## src/rtl/frame_serialiser.sv

```systemverilog
`timescale 1ns/1ps
// Serialises 128-bit frames into 16 little-endian bytes over a valid/ready byte
// stream, inserting a FF FF FF 7F sync sequence after SYNC_GAP idle cycles.
module frame_serialiser #(
  parameter int unsigned SYNC_GAP = 1024
) (
  input  logic         clk,
  input  logic         rst_n,
  input  logic [127:0] Frame,
  input  logic         FrameReady,
  output logic         FrameNext,
  output logic [7:0]   DataOut,
  output logic         DataValid,
  input  logic         DataReady,
  output logic         Busy,
  output logic [15:0]  FrameCount
);

  localparam int unsigned IDLE_W = (SYNC_GAP > 2) ? $clog2(SYNC_GAP) : 1;
  localparam logic [IDLE_W-1:0] SYNC_LAST = IDLE_W'((SYNC_GAP == 0) ? 0 : SYNC_GAP - 1);
  localparam bit SYNC_EN = (SYNC_GAP != 0);

  typedef enum logic [1:0] {
    IDLE = 2'd0,
    SEND = 2'd1,
    SYNC = 2'd2
  } state_e;

  state_e              state_q, state_d;
  logic [127:0]        shift_q, shift_d;
  logic [3:0]          idx_q, idx_d;
  logic [IDLE_W-1:0]   idle_q, idle_d;
  logic                next_q, next_d;
  logic [15:0]         count_q, count_d;
  logic                armed_q;
  logic                xfer;

  assign DataValid  = (state_q != IDLE);
  assign Busy       = (state_q != IDLE);
  assign FrameNext  = next_q;
  assign FrameCount = count_q;
  assign xfer       = DataValid && DataReady;

  always_comb begin
    DataOut = 8'h00;
    case (state_q)
      SEND:    DataOut = shift_q[7:0];
      SYNC:    DataOut = (idx_q == 4'd3) ? 8'h7F : 8'hFF;
      default: DataOut = 8'h00;
    endcase
  end

  // NOTE: every always_comb target gets a default first so no path can infer a latch.
  always_comb begin
    state_d = state_q;
    shift_d = shift_q;
    idx_d   = idx_q;
    idle_d  = idle_q;
    next_d  = 1'b0;
    count_d = count_q;
    case (state_q)
      IDLE: begin
        // armed_q holds off the first cycle after reset release.
        if (armed_q) begin
          if (FrameReady) begin
            state_d = SEND;
            shift_d = Frame;
            idx_d   = 4'd0;
            idle_d  = '0;
            next_d  = 1'b1;
          end else if (SYNC_EN && (idle_q == SYNC_LAST)) begin
            state_d = SYNC;
            idx_d   = 4'd0;
            idle_d  = '0;
          end else if (idle_q != '1) begin
            idle_d = idle_q + 1'b1;
          end
        end
      end
      SEND: begin
        if (xfer) begin
          shift_d = {8'h00, shift_q[127:8]};
          idx_d   = idx_q + 4'd1;
          if (idx_q == 4'd15) begin
            state_d = IDLE;
            count_d = count_q + 16'd1;
          end
        end
      end
      SYNC: begin
        if (xfer) begin
          idx_d = idx_q + 4'd1;
          if (idx_q == 4'd3) begin
            state_d = IDLE;
            idx_d   = 4'd0;
          end
        end
      end
      default: state_d = IDLE;
    endcase
  end

  // NOTE: sequential state uses non-blocking assignments only, so every flop
  // samples pre-edge values regardless of statement order.
  // NOTE: the shift register is reset too, so DataOut and any aborted frame
  // contents are deterministic after reset rather than left from the last frame.
  always_ff @(posedge clk or negedge rst_n) begin
    if (!rst_n) begin
      state_q <= IDLE;
      shift_q <= '0;
      idx_q   <= 4'd0;
      idle_q  <= '0;
      next_q  <= 1'b0;
      count_q <= 16'd0;
      armed_q <= 1'b0;
    end else begin
      state_q <= state_d;
      shift_q <= shift_d;
      idx_q   <= idx_d;
      idle_q  <= idle_d;
      next_q  <= next_d;
      count_q <= count_d;
      armed_q <= 1'b1;
    end
  end

endmodule

```

## config.mk

```make
export PLATFORM = sky130hd
export DESIGN_NAME = frame_serialiser
export DESIGN_NICKNAME = d
export VERILOG_FILES = /design/src/rtl/frame_serialiser.sv
export SDC_FILE = /design/constraint.sdc
export NUM_CORES = 1
export LEC_CHECK = 0
export ABC_AREA = 0
export ABC_CLOCK_PERIOD_IN_PS = 3600
export CORE_UTILIZATION = 55
export CTS_CLUSTER_SIZE = 28
export DETAILED_ROUTE_END_ITERATION = 16
export PLACE_DENSITY = 0.83
export SYNTH_ARGS = -nofsm -noshare
export SYNTH_HDL_FRONTEND = slang
export SYNTH_SLANG_ARGS = --single-unit
export TNS_END_PERCENT = 10
```

## constraint.sdc

```tcl
create_clock -name clk -period 3.6 [get_ports clk]
set_input_delay 0.54 -clock clk [delete_from_list [all_inputs] [get_ports clk]]
set_output_delay 0.54 -clock clk [all_outputs]
set_load 0.1 [all_outputs]
```

**Run 1: placed standard cells**

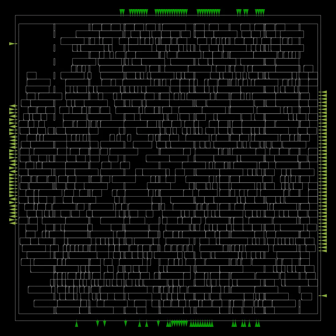
Fill cells: 940
n_taps: 176
final cell count without fillers: 1066

**Run 1: wiring heat map**

24 x 24 tiles, from dark blue (low) to red (high), scaled to the fullest tile. Values are wire area over tile area, all layers added.
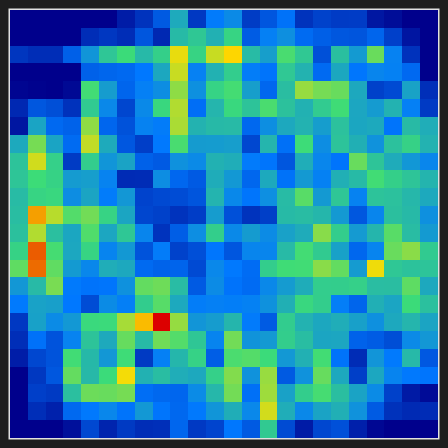
mean over tiles	0.20
fullest tile	0.64
tiles over half the peak	13%
emptiest ninth of the die	north-west
nearly empty tiles	5.7%
drt wl/cell: 17.15 um
vias: 5971
GRT Total Usage: 26.81%
total wire length: 18.28 mm

**Run 1: drive-strength map**

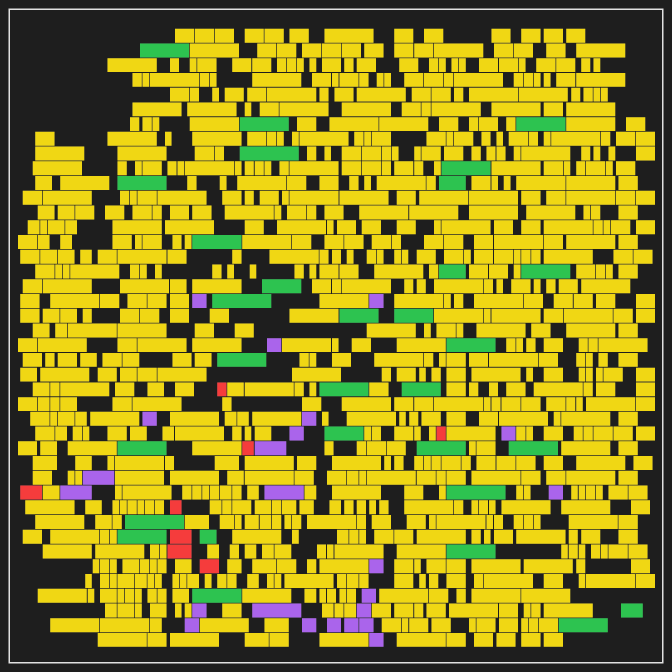
size	color	cells	share
x1 and smaller	yellow	829	93%
x2	red	8	0.90%
x3 and x4	purple	23	2.6%
x6 and larger	green	30	3.4%
P&R area growth vs syn: 29.56%
post-layout instance area: 0.009980 sq mm
Buffers, non-clock: 169
Final Worst Setup Slack: 0.6714 ns

==> Slide: Implementation Results, run 1 <==
Flow Results at a Glance

Final timing
  • Hold slack: 0.09760 ns
  • Worst Tran Pin Value: 0.9851 ns
  • Final min period: 2.929 ns

Route
  • Max layer used: met4
  • Vias per cell: 5.601
  • Met1 Wirelength: 7.469 mm
  • Starting DRT DRC Count: 411
  • ANT nets after route: 0

Critical path
  • Crit-path slowest cell: ha_1
  • WP data arrival: 2.39 ns
  • Reg-to-Reg End: shift_q[14]$_DFFE_PN0P_
  • Critical path buffers and inverters: 2
  • Startpoint types: flip-flop
  • R2R Setup Slk: 1.11 ns

Power and ir drop
  • Top Consumer: sequential cells
  • Pwr Total: 7.800 mW
  • Reported net switching power: 2.812 mW
  • Gate power share: 37.1%
  • Leak Pwr: 4.255 nW

Finish
  • Register area: 0.004054 sq mm
  • Clock network share of area: 6.194%
  • Flop count: 162
  • Number of flip-flops in the largest register: 128
  • Biggest register: shift_q

Synth
  • Yosys adder share: 1.137%
  • Post-Syn Nets: 877
  • Ys async rst share: 100.0%
  • Synth warn: 0
  • Complex Gates by Area: 11.06%
  • Synthesized area: 0.007702 sq mm

Global routing
  • Gr ovfl total: 0
  • Global-route wire length before repair: 29.79 mm
  • Initial antenna violation count: 0
  • Largest net degree at the start of global routing: 73
  • GR Util met2: 44.94%
  • Vias in the first global route: 5988

Outcome
  • Status: finished clean

Clocking
  • Post-cts sizing count: 0
  • Clk Tree Root Cell: clkbuf_16

Placement
  • Placed Instances: 1035
  • Input/output buffers: 158

Die
  • Core Region: 0.01345 sq mm
==> run 1: synthesized netlist by cell type (2+ instances only) <==
master	n	area [sq um]
xor2_1	2	17.52
a31oi_1	3	18.77
nand2_1	15	56.30
nand3_1	14	70.07
nor2_1	133	499.2
dfrtp_1	162	4054
mux2_2	2	22.52
ha_1	7	87.58
o21ai_0	7	35.03
nor3_1	6	30.03
inv_1	8	30.03
nand2b_1	2	12.51
buf_2	29	145.1
and3b_1	2	17.52
mux2i_1	120	1201
o21a_1	2	15.01
and3_1	5	31.28
a21oi_1	131	655.6
and4_1	4	35.03
nand4_1	7	43.79
buf_4	15	112.6
xnor2_1	19	166.4
a41oi_1	2	17.52
nor3_4	2	32.53
a22o_1	8	70.07
and2_1	2	12.51
clkbuf_1	2	7.510
nor2b_1	10	62.56
**Run 1: clock network drawn from the DEF**

Scale bar: 20 um.
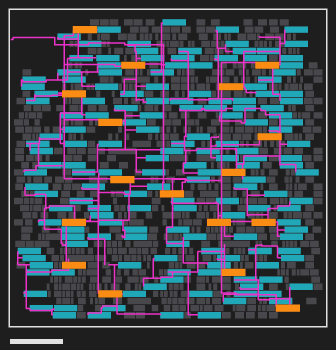

==> inputs of run 2 (changes only) <==
--- a/config.mk
+++ b/config.mk
@@ -6,11 +6,11 @@
 export NUM_CORES = 1
 export LEC_CHECK = 0
 export ABC_AREA = 0
-export ABC_CLOCK_PERIOD_IN_PS = 3600
-export CORE_UTILIZATION = 55
+export ABC_CLOCK_PERIOD_IN_PS = 2500
+export CORE_UTILIZATION = 47
 export CTS_CLUSTER_SIZE = 28
 export DETAILED_ROUTE_END_ITERATION = 16
-export PLACE_DENSITY = 0.83
+export PLACE_DENSITY = 0.75
 export SYNTH_ARGS = -nofsm -noshare
 export SYNTH_HDL_FRONTEND = slang
 export SYNTH_SLANG_ARGS = --single-unit
==> constraint.sdc (replaced) <==
create_clock -name clk -period 2.5 [get_ports clk]
set_input_delay 0.375 -clock clk [delete_from_list [all_inputs] [get_ports clk]]
set_output_delay 0.375 -clock clk [all_outputs]
set_load 0.1 [all_outputs]
**Run 2: clock network drawn from the DEF**

Scale bar: 50 um.
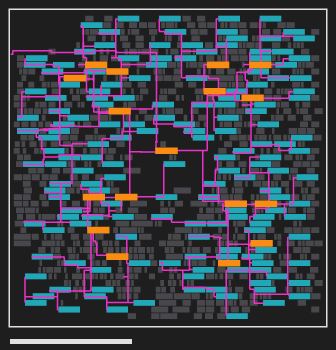
[clock-net drivers] orange | count: 17
[flip-flops] cyan | count: 162
[clock wires] magenta | length: 2000 um
routed clock nets	18
flops lie	widely spread
Final Skew: 0.008145 ns
Clk. pwr: 2.53 mW
power share of the clock group: 22.8%

==> Slide: Implementation Results, run 2 <==
Flow Results at a Glance

Power and ir drop
  • Top Consumer: sequential cells
  • Pwr Total: 11.08 mW
  • Leak Pwr: 4.321 nW
  • Reported net switching power: 4.071 mW

Global routing
  • Global-route wire length before repair: 27.59 mm
  • Gr ovfl total: 0
  • Vias in the first global route: 5541
  • GRT Total Usage: 21.29%
  • Largest net degree at the start of global routing: 76

Critical path
  • WP data arrival: 2.00 ns
  • R2R Setup Slk: 0.53 ns
  • Critical path buffers and inverters: 2
  • Startpoint types: flip-flop
  • Crit-path slowest cell: dfrtp_1
  • Reg-to-Reg End: shift_q[101]$_DFFE_PN0P_

Synth
  • Top cells by area: dfrtp_1, mux2i_1, a21oi_1
  • Ys async rst share: 100.0%
  • Count leader, synth: dfrtp_1
  • Most frequent cells after synthesis: dfrtp_1, nor2_1, a21oi_1
  • Cell type with the largest total area: dfrtp_1

Clocking
  • Post-cts sizing count: 0
  • Clk Tree Root Cell: clkbuf_16

Finish
  • Clock network share of area: 5.628%
  • Fill cells: 1333
  • P&R area growth vs syn: 31.61%
  • Post-layout instance area: 0.01014 sq mm
  • Buffers, non-clock: 174
  • Number of flip-flops in the largest register: 128
  • Register area: 0.004054 sq mm

Die
  • Core Region: 0.01594 sq mm

Route
  • Vias: 5751
  • ANT nets after route: 0
  • Starting DRT DRC Count: 371

Outcome
  • Status: finished clean

Final timing
  • Final min period: 2.372 ns
  • Worst Tran Pin Value: 0.6218 ns
  • Hold slack: 0.4907 ns
-- run 2: cell counts after synthesis --
Identical to the previous run, type by type.
-- run 2: cells by family (layout without fill, tap and decap cells) --
| group | count (synthesis) | after routing | share of synthesized area (%) |
|---|---|---|---|
| buffers and inverters | 56 | 214 | 4.077 |
| adders and majority gates | 7 | 7 | 1.137 |
| muxes | 122 | 122 | 15.89 |
| AOI/OAI and AO/OA | 158 | 158 | 11.06 |
| and+or+nand+nor | 211 | 211 | 12.77 |
| xor gates and xnor gates | 21 | 21 | 2.388 |
| DFF | 162 | 162 | 52.63 |
| other | 1 | 1 | 0.04869 |
-- run 2: metal layers --
metal	vias up	track usage (%)	part of all wire (%)
met1	2738	27.68	45
met5	-	0	0
met4	0	4.993	0.74
li1	2859	-	-
met3	14	6.888	6.5
met2	140	34.63	48
No activity file was given, so power comes from the tool's default toggle rates.
